**src/rtl/mc_pkg.sv**
```systemverilog
// Shared encodings for the multicycle MIPS controller: states, opcodes and
// datapath mux-select codes, plus the DECODE dispatch table.
package mc_pkg;

   typedef enum logic [3:0] {
      S_FETCH,
      S_DECODE,
      S_EXE_R,
      S_WB_R,
      S_EXE_I,
      S_WB_I,
      S_MEM_ADR,
      S_MEM_RD,
      S_WB_MEM,
      S_MEM_WR,
      S_BR,
      S_JMP,
      S_JR,
      S_ERR
   } state_t;

   localparam logic [5:0] OP_RTYPE = 6'h00;
   localparam logic [5:0] OP_J     = 6'h02;
   localparam logic [5:0] OP_JAL   = 6'h03;
   localparam logic [5:0] OP_BEQ   = 6'h04;
   localparam logic [5:0] OP_BNE   = 6'h05;
   localparam logic [5:0] OP_BGTZ  = 6'h07;
   localparam logic [5:0] OP_ADDI  = 6'h08;
   localparam logic [5:0] OP_ORI   = 6'h0D;
   localparam logic [5:0] OP_LUI   = 6'h0F;
   localparam logic [5:0] OP_LW    = 6'h23;
   localparam logic [5:0] OP_SW    = 6'h2B;
   localparam logic [5:0] FN_JR    = 6'h08;

   localparam logic [1:0] PC_PLUS4   = 2'b00;
   localparam logic [1:0] PC_BRANCH  = 2'b01;
   localparam logic [1:0] PC_JUMP    = 2'b10;
   localparam logic [1:0] PC_RS      = 2'b11;

   localparam logic [1:0] DST_RT     = 2'b00;
   localparam logic [1:0] DST_RD     = 2'b01;
   localparam logic [1:0] DST_RA     = 2'b10;

   localparam logic [1:0] M2R_ALU    = 2'b00;
   localparam logic [1:0] M2R_MEM    = 2'b01;
   localparam logic [1:0] M2R_PC4    = 2'b10;

   localparam logic [1:0] EXT_ZERO   = 2'b00;
   localparam logic [1:0] EXT_SIGN   = 2'b01;
   localparam logic [1:0] EXT_LUI    = 2'b10;

   localparam logic [1:0] ALU_ADD    = 2'b00;
   localparam logic [1:0] ALU_SUB    = 2'b01;
   localparam logic [1:0] ALU_FUNCT  = 2'b10;
   localparam logic [1:0] ALU_OR     = 2'b11;

   // State entered from DECODE for a given instruction word.
   function automatic state_t dispatch(input logic [5:0] op, input logic [5:0] fn);
      case (op)
         OP_RTYPE:                 return (fn == FN_JR) ? S_JR : S_EXE_R;
         OP_ADDI, OP_ORI, OP_LUI:  return S_EXE_I;
         OP_LW, OP_SW:             return S_MEM_ADR;
         OP_BEQ, OP_BNE, OP_BGTZ:  return S_BR;
         OP_J, OP_JAL:             return S_JMP;
         default:                  return S_ERR;
      endcase
   endfunction

   function automatic logic is_mem_state(input state_t s);
      return (s == S_FETCH) || (s == S_MEM_RD) || (s == S_MEM_WR);
   endfunction

endpackage

```
**src/rtl/mc_wait_timer.sv**
```systemverilog
// Memory wait counter: counts stalled request cycles and flags a timeout in the
// last allowed cycle unless the memory completes in that same cycle.
module mc_wait_timer #(
   parameter int unsigned WAIT_W   = 8,
   parameter int unsigned MAX_WAIT = 16
) (
   input  logic clk,
   input  logic rst,
   input  logic start,
   input  logic req,
   input  logic rdy,
   output logic timeout_c
);

   logic [WAIT_W-1:0] cnt;

   always_ff @(posedge clk) begin
      if (rst || start || (req && rdy))
         cnt <= '0;
      else if (req)
         cnt <= cnt + WAIT_W'(1);
   end

   generate
      if (MAX_WAIT == 0) begin : g_no_timeout
         assign timeout_c = 1'b0;
      end else begin : g_timeout
         assign timeout_c = req && !rdy && (cnt == WAIT_W'(MAX_WAIT - 1));
      end
   endgenerate

endmodule

```
**src/rtl/mc_ctrl_fsm.sv**
```systemverilog
// Multicycle MIPS control unit with variable-latency memory handshake, wait
// timeout, sticky error state and retired-instruction/cycle counters.
module mc_ctrl_fsm
   import mc_pkg::*;
#(
   parameter int unsigned CNT_W    = 32,
   parameter int unsigned WAIT_W   = 8,
   parameter int unsigned MAX_WAIT = 16
) (
   input  logic             clk,
   input  logic             rst,
   input  logic [5:0]       opcode,
   input  logic [5:0]       funct,
   input  logic             zero,
   input  logic             more,
   input  logic             mem_rdy,
   output logic             mem_req,
   output logic             mem_we,
   output logic             pc_wr,
   output logic             ir_wr,
   output logic [1:0]       pc_src,
   output logic [1:0]       reg_dst,
   output logic             alu_src,
   output logic [1:0]       mem_to_reg,
   output logic             reg_we,
   output logic [1:0]       ext_op,
   output logic [1:0]       alu_op,
   output logic             err,
   output logic [CNT_W-1:0] instr_cnt,
   output logic [CNT_W-1:0] cycle_cnt
);

   state_t            state;
   state_t            next;
   logic              timeout_c;
   logic              wait_start;
   logic [CNT_W-1:0]  instr_q;
   logic [CNT_W-1:0]  cycle_q;

   assign wait_start = is_mem_state(next) && (next != state);

   mc_wait_timer #(
      .WAIT_W   (WAIT_W),
      .MAX_WAIT (MAX_WAIT)
   ) u_wait (
      .clk       (clk),
      .rst       (rst),
      .start     (wait_start),
      .req       (mem_req),
      .rdy       (mem_rdy),
      .timeout_c (timeout_c)
   );

   always_ff @(posedge clk) begin
      if (rst)
         state <= S_FETCH;
      else
         state <= next;
   end

   // Retirement is any return to FETCH; ERR freezes the cycle counter.
   always_ff @(posedge clk) begin
      if (rst) begin
         instr_q <= '0;
         cycle_q <= '0;
      end else begin
         if (state != S_ERR)
            cycle_q <= cycle_q + CNT_W'(1);
         if ((next == S_FETCH) && (state != S_FETCH))
            instr_q <= instr_q + CNT_W'(1);
      end
   end

   assign instr_cnt = rst ? '0 : instr_q;
   assign cycle_cnt = rst ? '0 : cycle_q;

   always_comb begin
      next = state;
      case (state)
         S_FETCH:   if (timeout_c) next = S_ERR;
                    else if (mem_rdy) next = S_DECODE;
         S_DECODE:  next = dispatch(opcode, funct);
         S_EXE_R:   next = S_WB_R;
         S_WB_R:    next = S_FETCH;
         S_EXE_I:   next = S_WB_I;
         S_WB_I:    next = S_FETCH;
         S_MEM_ADR: next = (opcode == OP_LW) ? S_MEM_RD : S_MEM_WR;
         S_MEM_RD:  if (timeout_c) next = S_ERR;
                    else if (mem_rdy) next = S_WB_MEM;
         S_WB_MEM:  next = S_FETCH;
         S_MEM_WR:  if (timeout_c) next = S_ERR;
                    else if (mem_rdy) next = S_FETCH;
         S_BR:      next = S_FETCH;
         S_JMP:     next = S_FETCH;
         S_JR:      next = S_FETCH;
         S_ERR:     next = S_ERR;
         default:   next = S_ERR;
      endcase
   end

   // Datapath controls decode from state; reset forces everything low.
   always_comb begin
      mem_req    = 1'b0;
      mem_we     = 1'b0;
      pc_wr      = 1'b0;
      ir_wr      = 1'b0;
      pc_src     = PC_PLUS4;
      reg_dst    = DST_RT;
      alu_src    = 1'b0;
      mem_to_reg = M2R_ALU;
      reg_we     = 1'b0;
      ext_op     = EXT_ZERO;
      alu_op     = ALU_ADD;
      err        = 1'b0;
      if (!rst) begin
         case (state)
            S_FETCH: begin
               mem_req = 1'b1;
               if (mem_rdy) begin
                  ir_wr  = 1'b1;
                  pc_wr  = 1'b1;
                  pc_src = PC_PLUS4;
               end
            end
            S_EXE_R: alu_op = ALU_FUNCT;
            S_WB_R: begin
               reg_we     = 1'b1;
               reg_dst    = DST_RD;
               mem_to_reg = M2R_ALU;
               alu_op     = ALU_FUNCT;
            end
            S_EXE_I, S_WB_I: begin
               alu_src = 1'b1;
               reg_we  = (state == S_WB_I);
               reg_dst = DST_RT;
               case (opcode)
                  OP_ADDI: begin ext_op = EXT_SIGN; alu_op = ALU_ADD; end
                  OP_ORI:  begin ext_op = EXT_ZERO; alu_op = ALU_OR;  end
                  OP_LUI:  begin ext_op = EXT_LUI;  alu_op = ALU_OR;  end
                  default: ;
               endcase
            end
            S_MEM_ADR: begin
               alu_src = 1'b1;
               ext_op  = EXT_SIGN;
               alu_op  = ALU_ADD;
            end
            S_MEM_RD: mem_req = 1'b1;
            S_WB_MEM: begin
               reg_we     = 1'b1;
               reg_dst    = DST_RT;
               mem_to_reg = M2R_MEM;
            end
            S_MEM_WR: begin
               mem_req = 1'b1;
               mem_we  = 1'b1;
            end
            S_BR: begin
               alu_op = ALU_SUB;
               ext_op = EXT_SIGN;
               pc_src = PC_BRANCH;
               pc_wr  = ((opcode == OP_BEQ)  &&  zero) ||
                        ((opcode == OP_BNE)  && !zero) ||
                        ((opcode == OP_BGTZ) &&  more);
            end
            S_JMP: begin
               pc_wr  = 1'b1;
               pc_src = PC_JUMP;
               if (opcode == OP_JAL) begin
                  reg_we     = 1'b1;
                  reg_dst    = DST_RA;
                  mem_to_reg = M2R_PC4;
               end
            end
            S_JR: begin
               pc_wr  = 1'b1;
               pc_src = PC_RS;
            end
            S_ERR: err = 1'b1;
            default: ;
         endcase
      end
   end

endmodule

```
**config.mk**
```make
export PLATFORM = sky130hd
export DESIGN_NAME = mc_ctrl_fsm
export DESIGN_NICKNAME = d
export VERILOG_FILES = /design/src/rtl/mc_pkg.sv /design/src/rtl/mc_wait_timer.sv /design/src/rtl/mc_ctrl_fsm.sv
export SDC_FILE = /design/constraint.sdc
export NUM_CORES = 1
export LEC_CHECK = 0
export CAP_MARGIN = 20
export CORE_MARGIN = 2
export CORE_UTILIZATION = 45
export CTS_CLUSTER_DIAMETER = 80
export DETAILED_ROUTE_END_ITERATION = 10
export PLACE_DENSITY = 0.72
export SYNTH_ARGS = -nofsm -noshare
export SYNTH_HDL_FRONTEND = slang
export SYNTH_SLANG_ARGS = --single-unit
```
**constraint.sdc**
```tcl
create_clock -name clk -period 7.05 [get_ports clk]
set_input_delay 0.705 -clock clk [delete_from_list [all_inputs] [get_ports clk]]
set_output_delay 0.705 -clock clk [all_outputs]
set_load 0.02 [all_outputs]
```
**Run 1: clock nets**

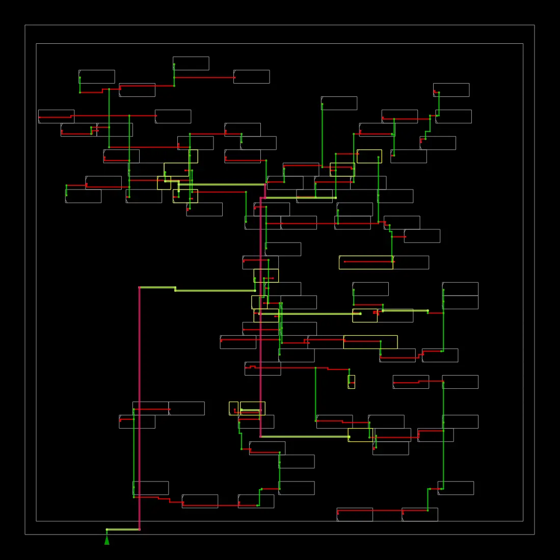
Clock Sinks: 76
CLK BUF: 10
TritonCTS Buffers: 9
clock skew: 0.0184 ns

**Run 1: clock distribution**

Scale bar: 20 µm.
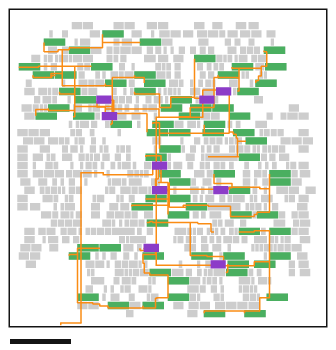
Orange shows clock wires, length 1010 µm. Green shows flip-flops, count 76. Purple shows clock-net drivers, count 9.
There are 10 routed clock nets.

**Run 1: PDN straps and rails**

Pins as bars on the die edge. Tap cells in gray.
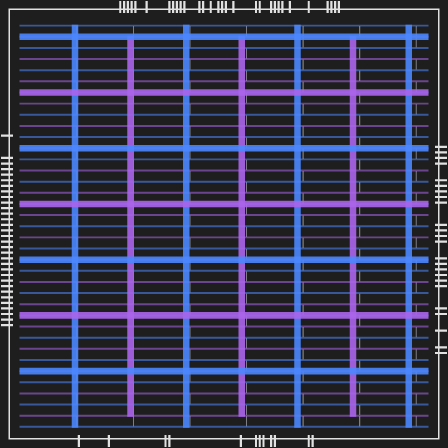
Purple shows VDD. Blue shows VSS.
37 met1 rails follow the rows. 7 straps on met4.

**Run 1: cells colored by class**

Scale bar: 20 µm.
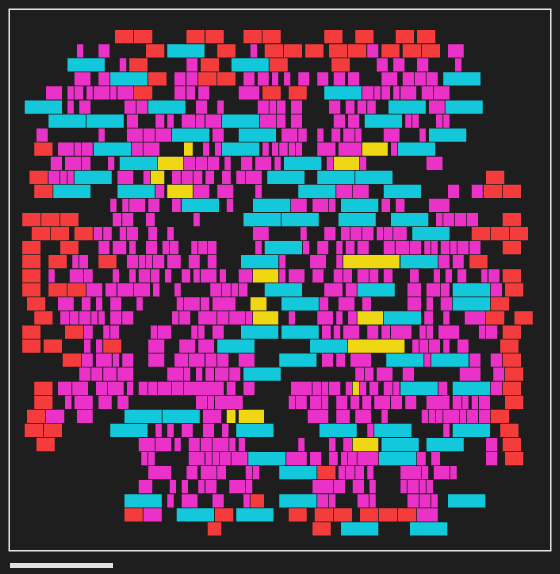
Magenta shows remaining logic cells, cells 486. Cyan shows sequential cells, cells 76. Yellow shows clock drivers and dummy loads, cells 16. Red shows remaining buffers and delay cells, cells 98.

==> deck_impl_summary.md, run 1 <==
Physical Implementation Snapshot

Detailed routing
  • DRC viols: 0
  • Final WL: ~11000 µm
  • Initial DRC Count: around 160
  • Routed Antenna Nets: 0

Placement
  • Place WS: between 2 and 2.5 ns
  • DP HPWL: 7740 µm
  • GPL Wtd Cong: 0.874
  • Post-Place Cells: between 700 and 800

Final timing
  • Final period util: 60.5%
  • Fmax achieved: roughly 230 MHz
  • TNS Setup: 0 ns
  • Final min period: 4.27 ns
  • Unrepaired setup endpoints after global routing: no
  • Max-slew violation count: 0
  • Worst setup margin: ~2.8 ns
  • Hold slack: 0.482 ns
  • Final Setup Violations: 0
  • Worst-Margin Slew: 0.891 ns

Power
  • Clock power share: between 30% and 40%
  • Leak: just over 2 nW
  • Top Consumer: sequential cells
  • Comb group: roughly 0.36 mW
  • Seq pwr share: 40.3%
  • Sequential power: approximately 0.49 mW
  • Clock Power: around 0.37 mW
  • Worst VDD drop: 0.131 mV
  • Cell Pwr Density: 211 mW/mm²

Final layout
  • Filler cell count: roughly 900
  • Seq cells: 76
  • Fin nets: between 600 and 700
  • Signal buffers: 98
  • # diodes: 0
  • Logic share of the area: 49.4%
  • Multi-input gate count: between 400 and 500
  • Final Cell Area: about 0.0058 mm²
  • Fin util: approximately 60%
  • Clock buf/inv share: ~3.7%
  • Most frequent cells in the layout: nor2_1 (101), clkdlybuf4s50_1 (96), dfxtp_1 (76)
  • Area grow syn2layout: 26.9%

Worst setup path
  • Top delay family on crit path: simple AND/OR/NAND/NOR gates
  • Buffers plus inverters on the worst setup path: 1
  • Crit path launch type: primary input
  • Slowest cell on the critical path: clkdlybuf4s50_1
  • CP peak stage delay: just under 0.6 ns
  • Crit path DAT: around 4.5 ns
  • CP endpoint kind: register
  • Ordered cell list for the critical path: clkdlybuf4s50_1 -> and3b_1 -> or4_1 -> a211o_1 -> a211o_1 -> nor4_4 -> nand4b_1 -> or4_1 -> a21oi_1
  • WP data required: about 7.3 ns

Logic synthesis
  • Synth top area share: around a third
  • Post-Syn Nets: 613
  • Ys async rst share: 0%
  • Mapped Avg Cell Area: around 7.7 µm²
  • Register share after synthesis: 33.5%
  • Ys flop type: dfxtp_1
  • Yosys stat area: around 0.0045 mm²
  • Top cells by area: dfxtp_1 (34%), nor2b_1 (9.2%), nor2_1 (8.3%), xor2_1 (5.8%), nand3_1 (4.3%)
  • Yosys top cell by area: dfxtp_1
  • Synth warn: 0
  • Cells after Synth: a little under 600
  • Cell Area, Synth: between 0.004 and 0.005 mm²
  • Post-synth EDFFs: 0
  • Yosys cell types: 56

Clock tree
  • Clock Tree Buf Depth: 2
  • Post-CTS Setup Bufs: 0
  • CTS Hold Bufs: 0
  • Root Driver: clkbuf_8
  • Clock transition at path regs: ~0.070 ns
  • CTS tree: done
  • H-tree depth: 3

Global routing
  • Vias in the first global route: around 3900
  • Largest net degree at the start of global routing: about 100
  • Total gr overflow: 0

Status
  • Run status: complete, no violations

Floorplan
  • Chip width: 104 µm
  • Die H: 104 µm
  • Site row count: 36
  • Io pins: roughly 98
  • Core area: slightly below 0.01 mm²

Min path
  • Hold WC Path Type: reg2reg

Job
  • Log Warnings: 26
  • Max-cap violation count: 0
## run 1: per-layer routing
metal / track usage, % / up-vias / share of wire, %
li1: - / 2194 / -
met1: 25.6 / 2028 / 48
met2: 31.2 / 96 / 47
met3: 4.39 / 9 / 4.5
met4: 5.41 / 0 / 1.1
met5: 0 / - / 0
## run 1: synthesized netlist by cell type (all sizes together) (5+ instances only)
cell type    n
a21oi       23
and3        17
buf         12
clkbuf      19
dfxtp       76
inv         11
mux2        13
nand2       43
nand2b       5
nand3       40
nand4       15
nor2       101
nor2b       67
nor3         9
nor4         7
o21ai       13
or3         18
or4          7
xnor2       17
xor2        30
## run 1: flip-flops by register name, summed over array words and instances (netlist names)
| signal | cells |
|---|---|
| instr_q | 32 |
| u_wait.cnt | 8 |
| state | 4 |
| cycle_q | 32 |
## run 1: logic make-up (layout without fill, tap and decap cells)
logic type | Yosys count | in the layout | share of synthesized area [%]
simple gates | 346 | 346 | 39.9
flops | 76 | 76 | 33.5
compound gates | 64 | 64 | 9.18
xor+xnor | 47 | 47 | 9.07
buf+inv | 42 | 125 | 3.83
mux | 15 | 15 | 3.66
fa+ha+maj | 3 | 3 | 0.827
## run 1: tightest hold or removal path, cell delays in order, from the launching register on
cell and delay [ns]:
dfxtp_1 0.32, o31ai_1 0.06, a21oi_1 0.05
## run 1: final timing paths
path | startpoint | end | slack, ns | cells after the start
worst min register to register | instr_q[25] | instr_q[25] | 0.48 | 2
worst max-delay path | opcode[1] | instr_q[24] | 2.78 | 9
worst min-delay path | instr_q[25] | instr_q[25] | 0.48 | 2
worst max register to register | state[2] | instr_q[24] | 2.97 | 8
--- run 2 (diff from run 1) ---
- clock period: 7.05 -> 4.25 ns (I/O delays scaled with it)
==> run 2 against run 1 <==
Final cell count up 0.49%. Worst setup slack worse by 2.1 ns. Design area up 0.11%. First-iteration DRC count up 27%. Clock skew about the same. Die area unchanged. Via count down 0.49%. Flip-flop count unchanged. Largest power group unchanged. Sequential share of layout area about the same. Clock power up 47%. Routed wire length down 0.84%. Count of clock-buffer cells in the layout unchanged.
==> deck_impl_summary.md, run 2 <==
Physical Implementation Snapshot

Final timing
  • TNS Setup: 0 ns
  • Clock skew: ~0.019 ns
  • Unrepaired setup endpoints after global routing: no
  • Final min period: between 3 and 4 ns
  • Final period util: between 80% and 90%
  • Final Setup Violations: 0
  • Worst-Margin Slew: roughly 0.74 ns
  • Fmax achieved: 284 MHz

Global routing
  • Vias in the first global route: 4021
  • Met3 Track Usage GR: between 3 and 4%
  • GRT met2 Usage: between 30% and 40%
  • Most Crowded Layer GR: met2
  • Total gr overflow: 0
  • Largest net degree at the start of global routing: approximately 82

Worst setup path
  • CP endpoint kind: register
  • R2R depth: 9
  • R2r setup slk: 0.73 ns
  • Crit path launch type: register
  • RR Startpoint: state[1]
  • Slowest cell on the critical path: dfxtp_1
  • CP peak stage delay: about 0.73 ns
  • Ordered cell list for the critical path: nand4b_1 -> o22ai_2 -> and3_1 -> o221ai_1 -> nor4_4 -> buf_4 -> nand2_4 -> nor4_1 -> mux2_1
  • WP data required: 4.48 ns
  • Reg2reg end: instr_q[28]
  • Crit path DAT: around 3.8 ns
  • Buffers plus inverters on the worst setup path: 1

Floorplan
  • Core area: 0.00977 mm²
  • Die H: roughly 100 µm
  • Io pins: 98
  • Site row count: 36
  • Chip width: ~100 µm

Logic synthesis
  • Post-synth EDFFs: 0
  • Post-synth top cells: nor2_1 (101), dfxtp_1 (76), nor2b_1 (67)
  • Cell Area, Synth: about 0.0045 mm²
  • Yosys cell types: 56
  • Yosys stat area: roughly 0.0045 mm²
  • Ao+oa area frac: under 10%
  • Adder-cell share of the synthesized area: less than 1%
  • Top cells by area: dfxtp_1 (34%), nor2b_1 (9.2%), nor2_1 (8.3%), xor2_1 (5.8%), nand3_1 (4.3%)
  • Synth top area share: between 30% and 40%
  • Cells after Synth: 593
  • Register share after synthesis: roughly 34%
  • XOR Share, Synth: 9.07%
  • Simple share: 39.9%
  • Ys async rst share: 0%
  • Synth warn: 0
  • Top-count cell post-synth: nor2_1
  • Yosys top cell by area: dfxtp_1
  • Main logic family: simple AND/OR/NAND/NOR gates
  • Multiplexer share: 3.66%
  • Post-Syn Nets: 613
  • Ys flop type: dfxtp_1
  • Mapped Avg Cell Area: 7.66 µm²

Status
  • Run status: complete, no violations

Placement
  • Post-Place Cells: around 800
  • GPL Wtd Cong: around 0.85
  • DP HPWL: slightly below 8000 µm

Clock tree
  • TritonCTS Buffers: 9
  • Root Driver: clkbuf_8
  • Clock transition at path regs: about 0.090 ns
  • CTS tree: done
  • H-tree depth: 3
  • Clock Tree Buf Depth: 2
  • Post-CTS Setup Bufs: 0

Final layout
  • Biggest regs: cycle_q x32, instr_q x32, u_wait.cnt x8
  • Final Cell Area: slightly below 0.006 mm²
  • Fin nets: a little under 700
  • Fin util: 59.0%
  • Most frequent cells in the layout: nor2_1 (101), clkdlybuf4s50_1 (96), dfxtp_1 (76)
  • Area grow syn2layout: 27.1%

Min path
  • Worst hold path stage count: 2
  • Hold WC Path Type: reg2reg
  • Endpoint, Worst Hold: instr_q[25]
  • Hold Path Origin: instr_q[25]

Power
  • Leak: 2.06 nW
  • Worst VDD drop: around 0.19 mV
  • Cell Pwr Density: roughly 340 mW/mm²

Detailed routing
  • Via count: 4306
  • Initial DRC Count: 201
  • Routed Antenna Nets: 0
  • DRC viols: 0

Job
  • Log Warnings: 26
  • Max-cap violation count: 0
[run 2: cell type report]
class	count	area [µm²]
Clock buffer	10	128
Tap cell	133	166
Multi-Input combinational cell	475	2850
Timing Repair Buffer	102	1010
Inverter	11	41.3
Sequential cell	76	1520
Clock inverter	6	62.6
Fill cell	906	4000
[run 2: per-stage QoR]
| stage | hold slack (ns) | setup WS [ns] |
|---|---|---|
| floorplan | 0.452 | 1.22 |
| CTS | 0.485 | 0.751 |
| detailed placement | 0.474 | 0.425 |
| global placement | 0.460 | 0.514 |
| global route | 0.525 | 0.414 |
| finish | 0.483 | 0.730 |
[run 2: how the worst max path moves through the flow]
stage | slack (ns) | depth (start not counted) | from | to
5_1_grt | 0.41 | 9 | state[1] | instr_q[28]
3_3_place_gp | 0.51 | 10 | opcode[1] | instr_q[26]
3_5_place_dp | 0.43 | 10 | opcode[1] | instr_q[28]
2_1_floorplan | 1.22 | 9 | rst | instr_q[26]
4_1_cts | 0.75 | 9 | state[1] | instr_q[28]
6_report | 0.73 | 9 | state[1] | instr_q[28]
[run 2: power breakdown]
part	internal (mW)	switching [mW]	total, mW
logic	0.248	0.402	0.649
registers	0.735	0.0375	0.772
clock network	0.272	0.271	0.543
total	1.25	0.710	1.96
[run 2: cell families (layout without fill, tap and decap cells)]
kind of cell	count (synthesis)	after routing
and+or+nand+nor	346	346
DFF	76	76
AOI/OAI and AO/OA	64	64
xor gates and xnor gates	47	47
buffers and inverters	42	129
muxes	15	15
adders and majority gates	3	3
[run 2: metal layers]
layer	wire, µm	share of wire [%]
met5	0	0
met1	5120	48
met2	5100	47
met3	457	4.3
met4	70	0.65
[run 2: tightest hold or removal path, delay by kind of cell (launching register included)]
family          cells  cell delay [ns]
flops               1             0.32
compound gates      2             0.11
**Run 2: gate families picked out**

Scale bar: 20 µm.
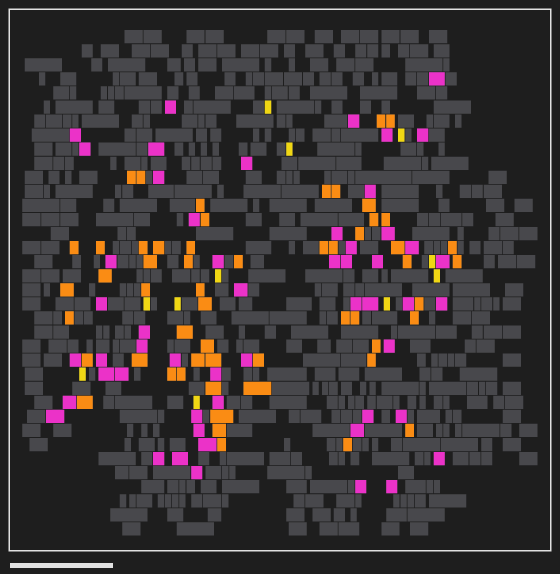
Yellow shows inv cells, cells 11, most used inv_1. Magenta shows and/or cells, cells 53, most used or3_1. Orange shows aoi and oai cells, cells 55, most used a21oi_1.

**Run 2: PDN straps and rails**

Pins as bars on the die edge. Tap cells in gray.
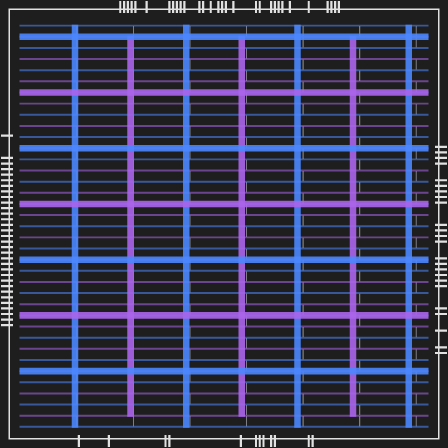
Blue shows VSS. Purple shows VDD.
7 straps on met5. 133 tap cells.

**Run 2: clock distribution**

Scale bar: 20 µm.
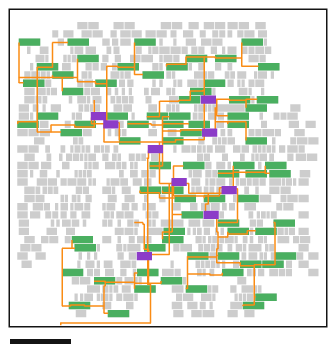
Green shows flip-flops, count 76. Orange shows clock wires, length 978 µm. Purple shows clock-net drivers, count 9.
Position of the flops: all over the die. There are 10 routed clock nets.

Power is estimated from default activity; no workload was simulated.
